<file path="src/rtl/config_shift_sequencer_pkg.sv">
// Shared fabric configuration package: default geometry and the sequencer state encoding.
package config_shift_sequencer_pkg;

  localparam int unsigned DEF_NCOL   = 4;
  localparam int unsigned DEF_WORD_W = 32;
  localparam int unsigned DEF_CNT_W  = 16;

  typedef enum logic [2:0] {
    ST_IDLE  = 3'd0,
    ST_LOAD  = 3'd1,
    ST_SHIFT = 3'd2,
    ST_SET   = 3'd3,
    ST_DONE  = 3'd4
  } seq_state_e;

endpackage

</file>
<file path="src/rtl/config_shift_sequencer_serializer.sv">
// Word register, bit index and remaining-bit counter feeding the serial config stream LSB first.
module cfg_word_serializer
  import config_shift_sequencer_pkg::*;
#(
  parameter int unsigned WORD_W = DEF_WORD_W,
  parameter int unsigned CNT_W  = DEF_CNT_W
) (
  input  logic              clk_i,
  input  logic              rst_ni,
  input  logic              load_i,
  input  logic [CNT_W-1:0]  nbits_i,
  input  logic              accept_i,
  input  logic [WORD_W-1:0] word_i,
  input  logic              step_i,
  output logic              next_bit_c_o,
  output logic              word_end_c_o,
  output logic              final_bit_c_o
);

  localparam int unsigned IDX_W = (WORD_W > 1) ? $clog2(WORD_W) : 1;

  logic [WORD_W-1:0] word_q, word_d;
  logic [IDX_W-1:0]  idx_q, idx_d;
  logic [CNT_W-1:0]  rem_q, rem_d;

  always_comb begin
    word_d = word_q;
    idx_d  = idx_q;
    rem_d  = rem_q;
    if (load_i) begin
      rem_d = nbits_i;
    end
    if (accept_i) begin
      word_d = word_i;
      idx_d  = '0;
    end else if (step_i) begin
      word_d = word_q >> 1;
      idx_d  = idx_q + IDX_W'(1);
      rem_d  = rem_q - CNT_W'(1);
    end
  end

  // Bit presented on the cycle after this one: first bit of a fresh word, else the next shifted bit.
  assign next_bit_c_o  = accept_i ? word_i[0] : word_q[1];
  assign final_bit_c_o = (rem_q == CNT_W'(1));
  assign word_end_c_o  = final_bit_c_o || (idx_q == IDX_W'(WORD_W - 1));

  always_ff @(posedge clk_i or negedge rst_ni) begin
    if (!rst_ni) begin
      word_q <= '0;
      idx_q  <= '0;
      rem_q  <= '0;
    end else begin
      word_q <= word_d;
      idx_q  <= idx_d;
      rem_q  <= rem_d;
    end
  end

endmodule

</file>
<file path="src/rtl/config_shift_sequencer.sv">
// Loads one fabric configuration column from a bitstream word stream: LOAD/SHIFT per word, then SET and DONE.
module config_shift_sequencer
  import config_shift_sequencer_pkg::*;
#(
  parameter int unsigned NCOL   = DEF_NCOL,
  parameter int unsigned WORD_W = DEF_WORD_W,
  parameter int unsigned CNT_W  = DEF_CNT_W,
  localparam int unsigned COL_W = (NCOL > 1) ? $clog2(NCOL) : 1
) (
  input  logic              wb_clk_i,
  input  logic              wb_rst_ni,
  input  logic              start_i,
  input  logic              abort_i,
  input  logic [COL_W-1:0]  col_i,
  input  logic [CNT_W-1:0]  nbits_i,
  input  logic [WORD_W-1:0] word_i,
  input  logic              word_valid_i,
  output logic              word_ready_o,
  output logic              cfg_bit_o,
  output logic [NCOL-1:0]   shift_o,
  output logic [NCOL-1:0]   set_o,
  output logic [NCOL-1:0]   cen_o,
  output logic              busy_o,
  output logic              done_o,
  output logic              err_o
);

  seq_state_e        state_q, state_d;
  logic [COL_W-1:0]  col_q, col_d;
  logic [NCOL-1:0]   col_oh;
  logic [NCOL-1:0]   shift_q, shift_d, set_q, set_d, cen_q, cen_d;
  logic              ready_q, ready_d, bit_q, bit_d;
  logic              busy_q, busy_d, done_q, done_d, err_q, err_d;
  logic              start_ok, handshake;
  logic              ser_load, ser_accept, ser_step;
  logic              next_bit, word_end, final_bit;

  assign start_ok  = (32'(col_i) < NCOL) && (nbits_i != '0);
  assign handshake = word_valid_i && ready_q;

  cfg_word_serializer #(
    .WORD_W (WORD_W),
    .CNT_W  (CNT_W)
  ) u_serializer (
    .clk_i         (wb_clk_i),
    .rst_ni        (wb_rst_ni),
    .load_i        (ser_load),
    .nbits_i       (nbits_i),
    .accept_i      (ser_accept),
    .word_i        (word_i),
    .step_i        (ser_step),
    .next_bit_c_o  (next_bit),
    .word_end_c_o  (word_end),
    .final_bit_c_o (final_bit)
  );

  // Next state, serializer control and next-cycle output values.
  always_comb begin
    state_d    = state_q;
    col_d      = col_q;
    ser_load   = 1'b0;
    ser_accept = 1'b0;
    ser_step   = 1'b0;
    err_d      = 1'b0;
    done_d     = 1'b0;
    unique case (state_q)
      ST_IDLE: begin
        if (start_i) begin
          if (start_ok) begin
            state_d  = ST_LOAD;
            col_d    = col_i;
            ser_load = 1'b1;
          end else begin
            err_d  = 1'b1;
            done_d = 1'b1;
          end
        end
      end
      ST_LOAD: begin
        ser_accept = handshake;
        if (handshake) state_d = ST_SHIFT;
      end
      ST_SHIFT: begin
        ser_step = 1'b1;
        if (word_end) state_d = final_bit ? ST_SET : ST_LOAD;
      end
      ST_SET:  state_d = ST_DONE;
      ST_DONE: state_d = ST_IDLE;
      default: state_d = ST_IDLE;
    endcase
    // Abort wins over everything; a word handshaken in the same cycle is still consumed.
    if (abort_i && (state_q != ST_IDLE)) begin
      state_d  = ST_IDLE;
      ser_step = 1'b0;
      err_d    = 1'b1;
    end
    if (state_d == ST_DONE) done_d = 1'b1;

    col_oh = '0;
    for (int unsigned c = 0; c < NCOL; c++) begin
      col_oh[c] = (32'(col_d) == c);
    end
    busy_d  = (state_d != ST_IDLE);
    ready_d = (state_d == ST_LOAD);
    cen_d   = (state_d inside {ST_LOAD, ST_SHIFT, ST_SET}) ? col_oh : '0;
    shift_d = (state_d == ST_SHIFT) ? col_oh : '0;
    set_d   = (state_d == ST_SET) ? col_oh : '0;
    bit_d   = (state_d == ST_SHIFT) && next_bit;
  end

  always_ff @(posedge wb_clk_i or negedge wb_rst_ni) begin
    if (!wb_rst_ni) begin
      state_q <= ST_IDLE;
      col_q   <= '0;
      ready_q <= 1'b0;
      bit_q   <= 1'b0;
      shift_q <= '0;
      set_q   <= '0;
      cen_q   <= '0;
      busy_q  <= 1'b0;
      done_q  <= 1'b0;
      err_q   <= 1'b0;
    end else begin
      state_q <= state_d;
      col_q   <= col_d;
      ready_q <= ready_d;
      bit_q   <= bit_d;
      shift_q <= shift_d;
      set_q   <= set_d;
      cen_q   <= cen_d;
      busy_q  <= busy_d;
      done_q  <= done_d;
      err_q   <= err_d;
    end
  end

  assign word_ready_o = ready_q;
  assign cfg_bit_o    = bit_q;
  assign shift_o      = shift_q;
  assign set_o        = set_q;
  assign cen_o        = cen_q;
  assign busy_o       = busy_q;
  assign done_o       = done_q;
  assign err_o        = err_q;

endmodule

</file>
<file path="config.mk">
export PLATFORM = sky130hd
export DESIGN_NAME = config_shift_sequencer
export DESIGN_NICKNAME = d
export VERILOG_FILES = /design/src/rtl/config_shift_sequencer_pkg.sv /design/src/rtl/config_shift_sequencer_serializer.sv /design/src/rtl/config_shift_sequencer.sv
export SDC_FILE = /design/constraint.sdc
export NUM_CORES = 1
export LEC_CHECK = 0
export ABC_AREA = 1
export ABC_CLOCK_PERIOD_IN_PS = 1700
export CORE_ASPECT_RATIO = 0.9
export CORE_UTILIZATION = 35
export DETAILED_ROUTE_END_ITERATION = 10
export GPL_TIMING_DRIVEN = 0
export SLEW_MARGIN = 20
export SYNTH_ARGS = -nofsm -noshare
export SYNTH_HDL_FRONTEND = slang
export SYNTH_SLANG_ARGS = --single-unit
</file>
<file path="constraint.sdc">
create_clock -name wb_clk_i -period 1.7 [get_ports wb_clk_i]
set_input_delay 0.51 -clock wb_clk_i [delete_from_list [all_inputs] [get_ports wb_clk_i]]
set_output_delay 0.51 -clock wb_clk_i [all_outputs]
set_load 0.02 [all_outputs]
</file>
Run 1, gate families picked out:
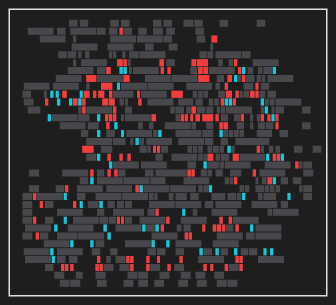
| family | color | cells |
|---|---|---|
| nand cells | red | 123 |
| inv cells | cyan | 59 |
logic share of the area: 30.3%
number of standard cells in the layout, taps in and fillers out: 650
most common cell after layout, fill and taps aside: nand2_1

Run 1, metal 1:
Supply wires on this layer in gray.
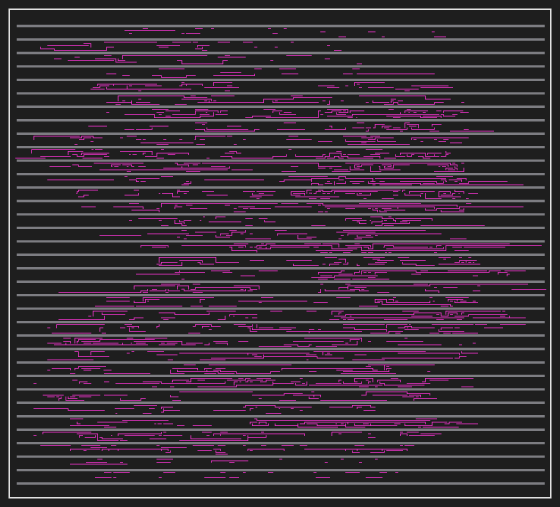
wire length on this layer: 4180 um
nets with wire on the layer: 531
longest straight run: 35.0 um
share of all routed wire: 47%
main direction: horizontal
total via count in the routed design: 3147
DRT Wirelength: 8960 um
met1 Usage GRT: 25.6%

==> flow_summary_export.csv, run 1 <==
group,metric,value,unit
timing,clock-skew-final,0.00676,ns
worst_setup_path,timing.critical_path.arrival,1.95,ns
power_and_ir_drop,power.density_cell_area,1510,mW/mm2
routing,drt_pass1_iterations,4,
yosys,synthCells,419,
finish,num_antenna_cells,0,
finish,num-fill-cells,947,
timing,final.period_utilization,99.1,%
finish,final-comb-area,0.00153,mm2
timing,slew_viol_final,0,
worst_setup_path,cp_top_family,"simple AND/OR/NAND/NOR gates",
yosys,top_area_cell_share,51.2,%
grt,first_global_vias,3259,
power_and_ir_drop,clock_power_share,26.5,%
yosys,yosys_cells,419,
finish,area.share.sequential,36.6,%
routing,detail_route.wirelength.met1,4180,um
timing,grt_setup_unrepaired,"yes",
placed_design,place.port_buffers,71,
die,initial_utilization,36.7,%
finish,flow.area_growth_from_synthesis,39.8,%
routing,routed_via_density,4.84,
clocking,clk_pin_slew,0.06,ns
yosys,synth_top_flop_cell,"dfrtp_1",
worst_setup_path,reg2reg_to,"u_serializer.rem_q[14]",
worst_setup_path,worst-path-buf-inv,1,
timing,period_minus_slack,1.69,ns
placed_design,placed_cells_incl_taps,617,
power_and_ir_drop,combinationalPowerShare,36.2,%
power_and_ir_drop,clock_power,0.00203,W
yosys,post-synth-top-count-cell,"nand2_1",
die,die_h,98.4,um
run_status,status,"complete, no violations",
routing,post_drt_wl_per_cell,13.8,um
clocking,worst_skew_pair.late_latency,0.33,ns
grt,grt_start_max_net_pins,40,
grt,globalRouteOverflowTotal,0,
routing,drc,0,
worst_setup_path,worst_path_max_delay_cell,"dfrtp_1",
power_and_ir_drop,cellLeakagePower,2.43,nW
grt,grt_util_all_layers,18.7,%
finish,clock_buffers_and_inverters_area_share,6.31,%
clocking,tritoncts_clock_tree,"done",
yosys,synth_flops,74,
yosys,yosys.stat.chipArea,0.00362,mm2
finish,drive_gt1_share,17.6,%
die,floorplan.tapcells,126,
placed_design,placer_congestion,0.830,
finish,layout.cells.most_common_list,"nand2_1, dfrtp_1, inv_1",
yosys,yosys-dominant-comb-family,"simple AND/OR/NAND/NOR gates",
die,core,0.00987,mm2
die,num_io_pins,72,
timing,fin_setup_tns,0,ns
worst_setup_path,r2r_setup_slack,0.01,ns
worst_setup_path,criticalPathCategory,"reg -> reg",
finish,fin_nets,579,
timing,achievable-frequency,593,MHz
worst_setup_path,critical_path.cell_chain,"inv_1 > ha_1 > nand2_1 > nor2_2 > nand3_1 > nor2_1 > xor2_1 > nand2_1 > nand2_1",
power_and_ir_drop,cell_internal_pwr,0.00499,W
worst_hold_path,min-delay-path-class,"in -> async",
yosys,synth_area_per_cell,8.63,um2
yosys,post_synth_instance_area,0.00362,mm2
power_and_ir_drop,vdd_drop_max,0.757,mV
yosys,synth_area_leader_cell,"dfrtp_1",
yosys,post_synth_ao_oa_area_fraction,16.1,%
finish,num-nonclk-buffers,105,
clocking,cts-htree-levels,3,
timing,hold_violations,0,
timing,maxSlewHeadroom,68.1,%
power_and_ir_drop,switchingPower,0.00267,W
routing,ant_nets,0,
worst_setup_path,crit_path_frequent_cell,"nand2_1",
job,maxCapViolations,0,
worst_setup_path,critical_path_peak_fanout,4,
finish,ff_latch_area,0.00185,mm2
worst_setup_path,start_of_the_worst_register_to_register_path,"u_serializer.rem_q[0]",
routing,drtIter0Drc,113,
yosys,muxShareOfSynthArea,0,%
placed_design,dp_hpwl,6540,um
finish,stdcell_area,0.00506,mm2
yosys,synth-xor-area-share,1.94,%
yosys,yosysWarnings,0,
yosys,count_of_flip_flops_with_a_built_in_enable_after_synthesis,0,
yosys,post_synth_num_cell_types,33,
routing,route.met2.wl,4250,um
timing,worst_pin_slew,0.479,ns
clocking,cts-root-to-sink-buffers,2,
yosys,simple_gate_share,20.2,%
finish,inverters,59,
finish,final-nonclk-buf-share,19.3,%
Run 1, supply network:
Pins as bars on the die edge.
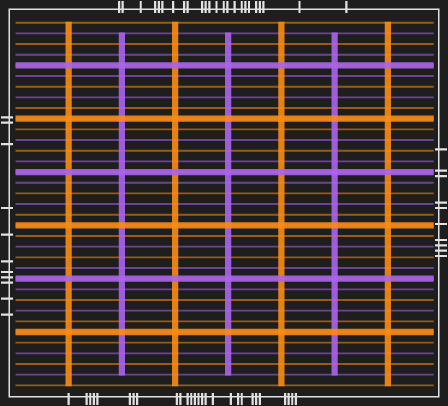
| net | color |
|---|---|
| VSS | orange |
| VDD | purple |
signal pins: 72
rows: 34
met4 straps: 7
met1 rails: 35
met5 straps: 6

-- run 1: what timing repair did --
action | CTS | global route
cloned | 1 | 0
setup buffers | 10 | 7
endpoints found under the setup margin | 73 | 52
hold buffers | 0 | 0
resized | 48 | 26
pin swaps | 15 | 18
-- run 1: worst max-delay path by stage --
stage,from,to,slack [ns],depth (start not counted)
after detailed placement,nbits_i[2],cen_o[1],-0.60,9
final,u_serializer.rem_q[0],u_serializer.rem_q[14],0.01,9
after global routing,u_serializer.rem_q[0],u_serializer.rem_q[14],-0.14,9
after CTS,u_serializer.idx_q[0],shift_o[1],0.005,11
after floorplan,nbits_i[10],busy_o,0.13,8
after global placement,wb_rst_ni,u_serializer.rem_q[8],-2.52,1
-- run 1: per-layer routing --
layer | vias up | track usage [%]
met1 | 1501 | 25.6
met4 | 0 | 5.51
li1 | 1579 | -
met2 | 57 | 29.7
met3 | 10 | 4.10
met5 | - | 0
-- run 1: through the flow --
step,util [%],hold slack [ns],power [W],worst slack [ns]
finish,51.2,0.128,0.00766,0.0148
global route,51.2,0.165,0.00826,-0.138
CTS,49.9,0.145,0.00761,0.00451
detailed placement,45.6,0.461,0.00544,-0.597
global placement,45.4,0.449,0.00534,-2.52
floorplan,-,0.214,0.00463,0.135
-- run 1: worst reg2reg max path, cell delays in order (launching register included) --
cell and delay, ns:
dfrtp_1 0.41, inv_1 0.12, ha_1 0.21, nand2_1 0.18
nor2_2 0.20, nand3_1 0.11, nor2_1 0.13, xor2_1 0.15
nand2_1 0.06, nand2_1 0.06
-- run 1: registers in the layout, summed over array words and instances (netlist names) --
name,flops
state_q,3
done_o,1
err_o,1
word_ready_o,1
cfg_bit_o,1
set_o,4
cen_o,4
u_serializer.rem_q,16
col_q,2
busy_o,1
u_serializer.word_q,31
u_serializer.idx_q,5
shift_o,4
Run 1, the clock network:
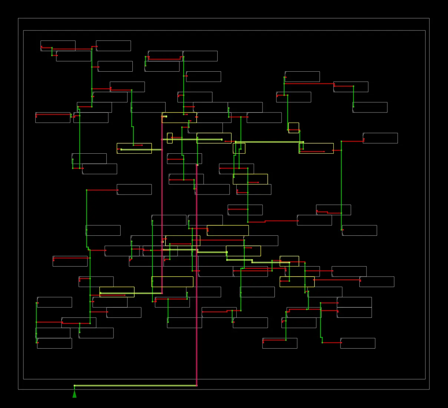

--- run 2 (diff from run 1) ---
--- a/config.mk
+++ b/config.mk
@@ -11,6 +11,7 @@
 export CORE_UTILIZATION = 35
 export DETAILED_ROUTE_END_ITERATION = 10
 export GPL_TIMING_DRIVEN = 0
+export PLACE_DENSITY = 0.68
 export SLEW_MARGIN = 20
 export SYNTH_ARGS = -nofsm -noshare
 export SYNTH_HDL_FRONTEND = slang
Run 2, the clock network:
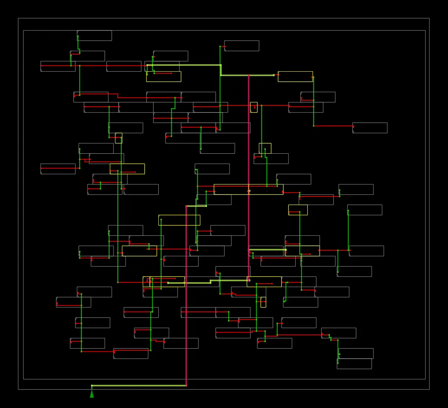
FF+latch count: 74
clock sink count: 74
Fin Clk Skew: 0.00591 ns

Run 2, sequential cells grouped by signal name:
Other sequential cells in the stronger gray, the rest of the logic in the fainter gray.
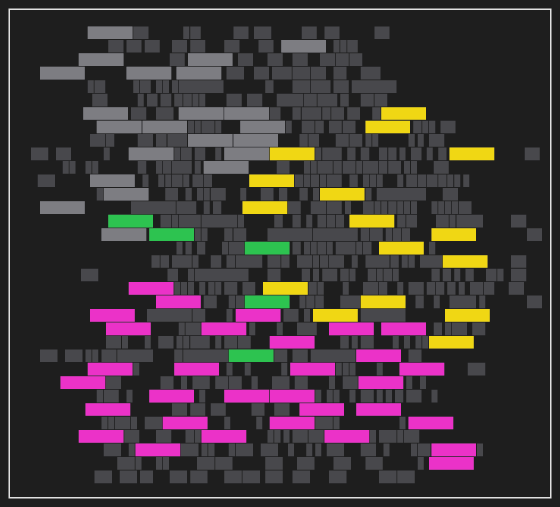
| signal | color | flops |
|---|---|---|
| `u_serializer.rem_q` | yellow | 16 |
| `u_serializer.word_q` | magenta | 31 |
| `u_serializer.idx_q` | green | 5 |
not colored: 22

==> run 2 against run 1 <==
Fmax is 1.4% higher. Sequential power barely moved. Critical path type unchanged. Design area up 1.2%. Wire length rose by 9.4%. Worst setup slack improved by 0.024 ns. Clock power decreased by 6%. Final cell count rose by 2.0%. Largest power group is now combinational logic. Sequential cell count is the same. Hold slack got worse by 0.0057 ns. Critical endpoint is now shift_o[3].
==> flow_summary_export.csv, run 2 <==
group,metric,value,unit
run_status,status,"complete, no violations",
placed_design,placed_cells_incl_taps,617,
routing,postRouteWirelength,9800,um
finish,clock_buffers_and_inverters_area_share,5.79,%
finish,num-fill-cells,915,
timing,slew_viol_final,0,
die,initial_utilization,36.7,%
yosys,post_synth_instance_area,0.00362,mm2
routing,ant_nets,0,
grt,grt_util_all_layers,19.8,%
yosys,post_synth_num_cell_types,33,
finish,layout.cells.most_common_list,"nand2_1, dfrtp_1, inv_1",
clocking,worst_skew_pair.late_latency,0.33,ns
worst_setup_path,criticalPathCategory,"reg -> reg",
worst_setup_path,timing.critical_path.arrival,1.91,ns
grt,globalRouteOverflowTotal,0,
clocking,cts-htree-levels,3,
finish,inverters,59,
die,floorplan.tapcells,126,
yosys,yosysWarnings,0,
timing,grt_setup_unrepaired,"yes",
die,die_h,98.4,um
yosys,count_of_flip_flops_with_a_built_in_enable_after_synthesis,0,
finish,flow.area_growth_from_synthesis,41.5,%
placed_design,pre_cts_ws,-0.632,ns
clocking,tritoncts_clock_tree,"done",
finish,comb_share,30.0,%
placed_design,placer_congestion,0.822,
finish,num_antenna_cells,1,
yosys,yosys.stat.chipArea,0.00362,mm2
yosys,yosys_cells,419,
placed_design,place.port_buffers,71,
power_and_ir_drop,cellLeakagePower,2.48,nW
yosys,top_area_cell_share,51.2,%
timing,hold_violations,0,
yosys,synth_area_per_cell,8.63,um2
clocking,clk_pin_slew,0.06,ns
die,core,0.00987,mm2
power_and_ir_drop,clock_power_share,24.8,%
power_and_ir_drop,switchingPower,0.00278,W
routing,routed_via_density,4.94,
timing,period_minus_slack,1.66,ns
timing,achievable-frequency,602,MHz
routing,drtIter0Drc,159,
worst_setup_path,r2r_setup_slack,0.04,ns
finish,num-nonclk-buffers,116,
timing,finalWorstSetupSlack,0.0386,ns
finish,fin_nets,590,
clocking,cts-root-to-sink-buffers,2,
power_and_ir_drop,power.density_cell_area,1500,mW/mm2
job,maxCapViolations,0,
timing,final.period_utilization,97.7,%
finish,finalNonFillerCells,663,
timing,maxSlewHeadroom,70.5,%
finish,drive_gt1_share,20.5,%
yosys,synth_area_leader_cell,"dfrtp_1",
timing,fin_setup_tns,0,ns
worst_setup_path,start_of_the_worst_register_to_register_path,"u_serializer.idx_q[1]",
finish,max_ffs_per_register,31,
worst_setup_path,critical_path_peak_fanout,5,
worst_setup_path,worst-path-buf-inv,1,
finish,reg_top3,"u_serializer.word_q x31, u_serializer.rem_q x16, u_serializer.idx_q x5",
finish,regMostFlops,"u_serializer.word_q",
worst_setup_path,worst_path_max_delay_cell,"dfrtp_1",
yosys,post-synth-top-count-cell,"nand2_1",
grt,grt_start_max_net_pins,43,
die,num_io_pins,72,
worst_setup_path,crit_path_frequent_cell,"nand2_1",
finish,final-nonclk-buf-share,20.6,%
power_and_ir_drop,combinationalPowerShare,38.0,%
## run 2: kinds of logic after synthesis
logic type / Yosys count / share of synthesized area [%]
simple gates: 170 / 20.2
compound gates: 89 / 16.1
buf+inv: 74 / 9.20
flops: 74 / 51.2
xor+xnor: 8 / 1.94
fa+ha+maj: 4 / 1.38
## run 2: power by group through the flow
stage	combinational (W)	clock, W	sequential, W
floorplan	0.00176	0	0.00287
global placement	0.00248	0	0.00284
detailed placement	0.00259	0	0.00286
CTS	0.00274	0.00194	0.00284
global route	0.00325	0.00202	0.00293
finish	0.00291	0.00190	0.00285
## run 2: repair_timing
action	in CTS	in global routing
cloned	1	0
pin swaps	16	11
setup buffers	19	9
gates resized	52	30
endpoints found under the setup margin	70	55
hold buffers	0	0
## run 2: worst max path at each step
stage,from,to,slack (ns),cells after the start
6_report,u_serializer.idx_q[1],shift_o[3],0.04,11
5_1_grt,u_serializer.rem_q[1],shift_o[0],-0.07,12
2_1_floorplan,nbits_i[10],busy_o,0.13,8
3_5_place_dp,nbits_i[6],cen_o[1],-0.63,9
4_1_cts,u_serializer.idx_q[0],shift_o[3],0.006,11
3_3_place_gp,wb_rst_ni,shift_o[2],-2.42,1
## run 2: per-stage QoR
step / area [um2] / util (%) / hold WS, ns
final: 5120 / 51.9 / 0.123
after global routing: 5120 / 51.9 / 0.152
after CTS: 4970 / 50.4 / 0.129
after detailed placement: 4500 / 45.6 / 0.482
after global placement: 4490 / 45.4 / 0.450
after floorplan: 3620 / - / 0.214
## run 2: routing by layer
layer | global-route usage [%] | up-vias | routed length [um]
li1 | - | 1587 | -
met1 | 24.9 | 1609 | 4260
met2 | 32.6 | 64 | 4950
met3 | 4.03 | 18 | 324
met4 | 8.94 | 0 | 263
met5 | 0 | - | 0
Power and IR drop assume default switching activity.
